Design prim_edge_assembler, sky130hd; sources not shown.
clock_wires.png
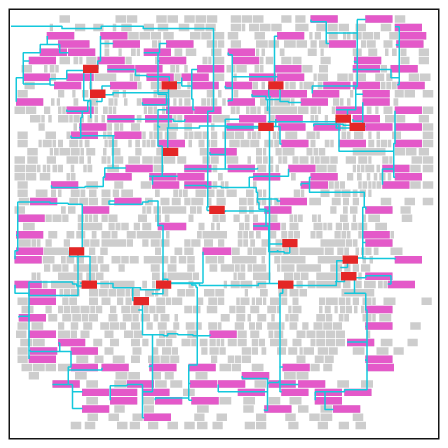
legend:
  cyan:
    item: clock wires
    length: 2000 µm
  red:
    item: clock-net drivers
    count: 17
  magenta:
    item: flip-flops
    count: 149
routed clock nets: 18
Clock group: 1130 µW
clk_lat worst skew: 480 ps

ff_map.png
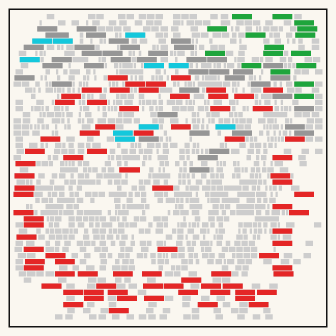
legend:
  red:
    netlist_name: prim_q
    sequential_cells: 82
    where: widely spread
  green:
    netlist_name: prim_count
    sequential_cells: 16
    where: upper right
  cyan:
    netlist_name: out_x1
    sequential_cells: 10
Register Area: 0.00373 mm²
Seq power: 2840 µW
flop share of the area: 0.319
final design utilization: 0.627

floorplan.png
Pins as bars on the die edge. Tap cells in grey.
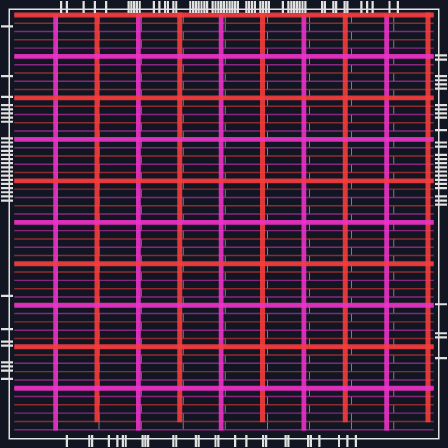
legend:
  magenta:
    net: VSS
  red:
    net: VDD
tap cells: 234
met4 straps: 10
met5 straps: 10
met1 rails: 51
signal pins: 149
core footprint: 0.0187 mm²
chip width: 140 µm
Max IR drop VDD: 0.000409 V
die height: 140 µm

congestion_map.png
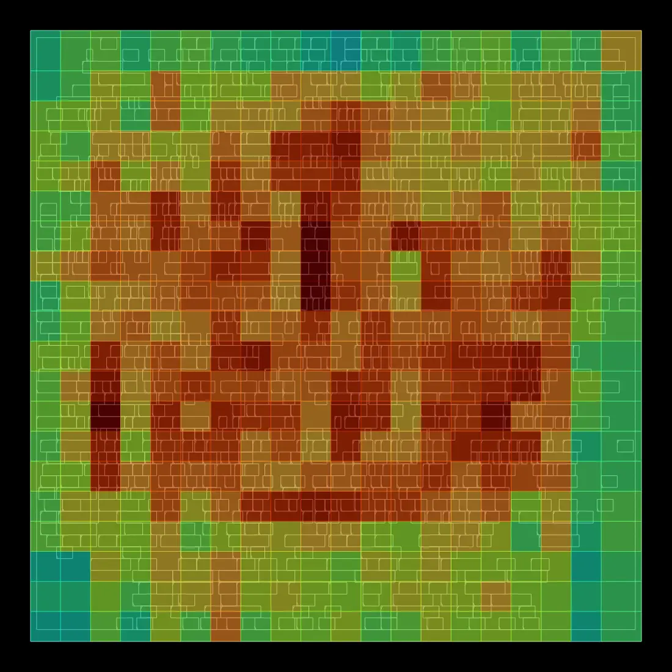
met3 usage: 0.0660
Tot GR Track Use: 0.319
GR met2 Demand/Resource: 0.517
Wirelength per Cell: 22.2 µm
routing usage on met1: 0.406

class_map.png
The bar under the picture is 50 µm long.
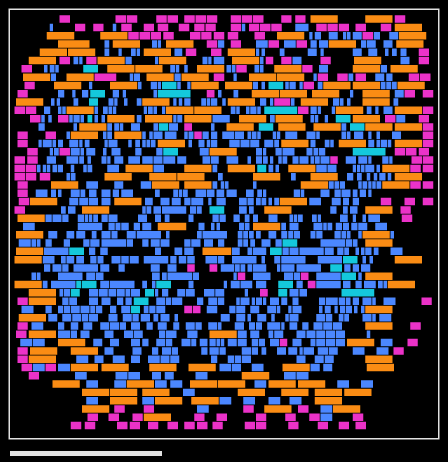
legend:
  blue:
    class: remaining logic cells
    cells: 802
  orange:
    class: registers
    cells: 149
  cyan:
    class: clock drivers and dummy loads
    cells: 32
  magenta:
    class: remaining buffers and delay cells
    cells: 164
Post-Layout Inst Area: 0.0117 mm²
# rows: 50

==> reports/metrics.cfg <==
[cts]
cts_sinks=149
cts_htree_levels=4
postCtsSetupRepairBufs=0
post_cts_resized=0

[final_timing]
hold_violations=0
finalSetupViolCount=0
timing.fmax_ghz=0.278

[grt]
grt-ovfl-total=0
grt_first_pass_wirelength_mm=47.6

[logic_synthesis]
ys_types=63
fp_nets=1136
avgSynthCellArea_um2=9.33
synthCells=1046
mux_share=0.128
postSynthSeqShare=0.382

[floorplanning]
dieArea_mm2=0.0197
ioPinCount=149

[placed_design]
pre_cts_slack_ps=1320

[cells_and_area]
fin_nets=1224

[detailed_routing]
first_pass_iters=6
ant_nets=0
via_count=8887

[outcome]
status=complete, no violations

[critical_path]
arrival_ps=3920
cp_max_fo=25

[power]
p_comb_uw=5410

## metrics by stage
stage           util  hold WS, ps  power [µW]  area, µm²  std cells
3_3_place_gp   0.602          288        8000      11300       1348
4_1_cts        0.626          313        9260      11700       1380
5_1_grt        0.627          330        9890      11700       1381
6_report       0.627          310        9390      11700       1381
2_1_floorplan      -          281        6410       9760       1046
3_5_place_dp   0.602          292        8100      11300       1348
## final cells by class
| class | count | area (µm²) | share of cell area |
|---|---|---|---|
| multi-input cells | 792 | 5590 | 0.477 |
| flip-flops and latches | 149 | 3730 | 0.319 |
| repair buffers | 164 | 1620 | 0.138 |
| well taps | 234 | 293 | 0.0250 |
| clock buffers | 17 | 234 | 0.0200 |
| clock inverters | 15 | 214 | 0.0182 |
| inverters | 10 | 37.5 | 0.00320 |
## Yosys cell counts (7+ instances only)
| master | number | share of area |
|---|---|---|
| a211oi_1 | 10 | 0.0077 |
| a31oi_1 | 29 | 0.019 |
| nand2b_1 | 23 | 0.015 |
| clkbuf_1 | 61 | 0.023 |
| o21ai_0 | 36 | 0.018 |
| and3_1 | 22 | 0.014 |
| nand4_1 | 20 | 0.013 |
| nand3_1 | 32 | 0.016 |
| a211o_1 | 7 | 0.0063 |
| buf_2 | 12 | 0.0062 |
| xnor2_1 | 63 | 0.057 |
| nor4_1 | 15 | 0.0096 |
| nand2_1 | 138 | 0.053 |
| dfrtp_1 | 149 | 0.38 |
| a21oi_1 | 58 | 0.030 |
| xor2_1 | 62 | 0.056 |
| o22ai_1 | 27 | 0.017 |
| nor3_1 | 11 | 0.0056 |
| buf_1 | 13 | 0.0050 |
| mux2_2 | 62 | 0.072 |
| mux4_2 | 20 | 0.046 |
| inv_1 | 8 | 0.0031 |
| a21o_1 | 12 | 0.0092 |
| nor2_1 | 46 | 0.018 |
| o32ai_1 | 22 | 0.020 |
| o22a_1 | 9 | 0.0081 |
| mux2i_1 | 10 | 0.010 |
## routing by layer
metal	wire length (µm)	GRT usage	part of all wire
met1	12000	0.406	0.39
met2	14800	0.517	0.48
met3	2480	0.0660	0.081
met4	1370	0.157	0.045
met5	0	0	0
## critical path: stages (launching register included)
cell	delay, ps
dfrtp_1	630
inv_1	90
ha_1	420
xor2_2	210
o211ai_2	180
buf_4	320
or4_1	600
and3_1	210
o22a_1	210
nand4_1	120
and4b_1	220
o31ai_1	250
## layout by cell type, fill, tap and decap left out, types with 3 or more instances in the layout
cell and count:
xnor2_1 63, o21a_1 3, o21ai_0 36, inv_1 8, clkdlybuf4s50_1 148, buf_4 14
ha_1 4, nand2_1 137, nand2b_1 23, inv_6 7, dfrtp_1 146, o32ai_1 22
o22ai_1 27, clkbuf_8 17, nand3_1 32, o22a_1 9, nor2b_1 3, nand4_1 20
and3_1 22, o31ai_1 3, nor2_1 46, nor3_1 11, or4_1 3, mux2i_1 10
mux4_2 20, a31oi_1 29, a21o_1 12, a21oi_1 58, a211o_1 7, a32oi_1 4
a211oi_1 10, mux2_2 62, bufinv_16 4, nor4_1 15, xor2_1 62, and2_1 3
No activity file was given, so power comes from the tool's default toggle rates.
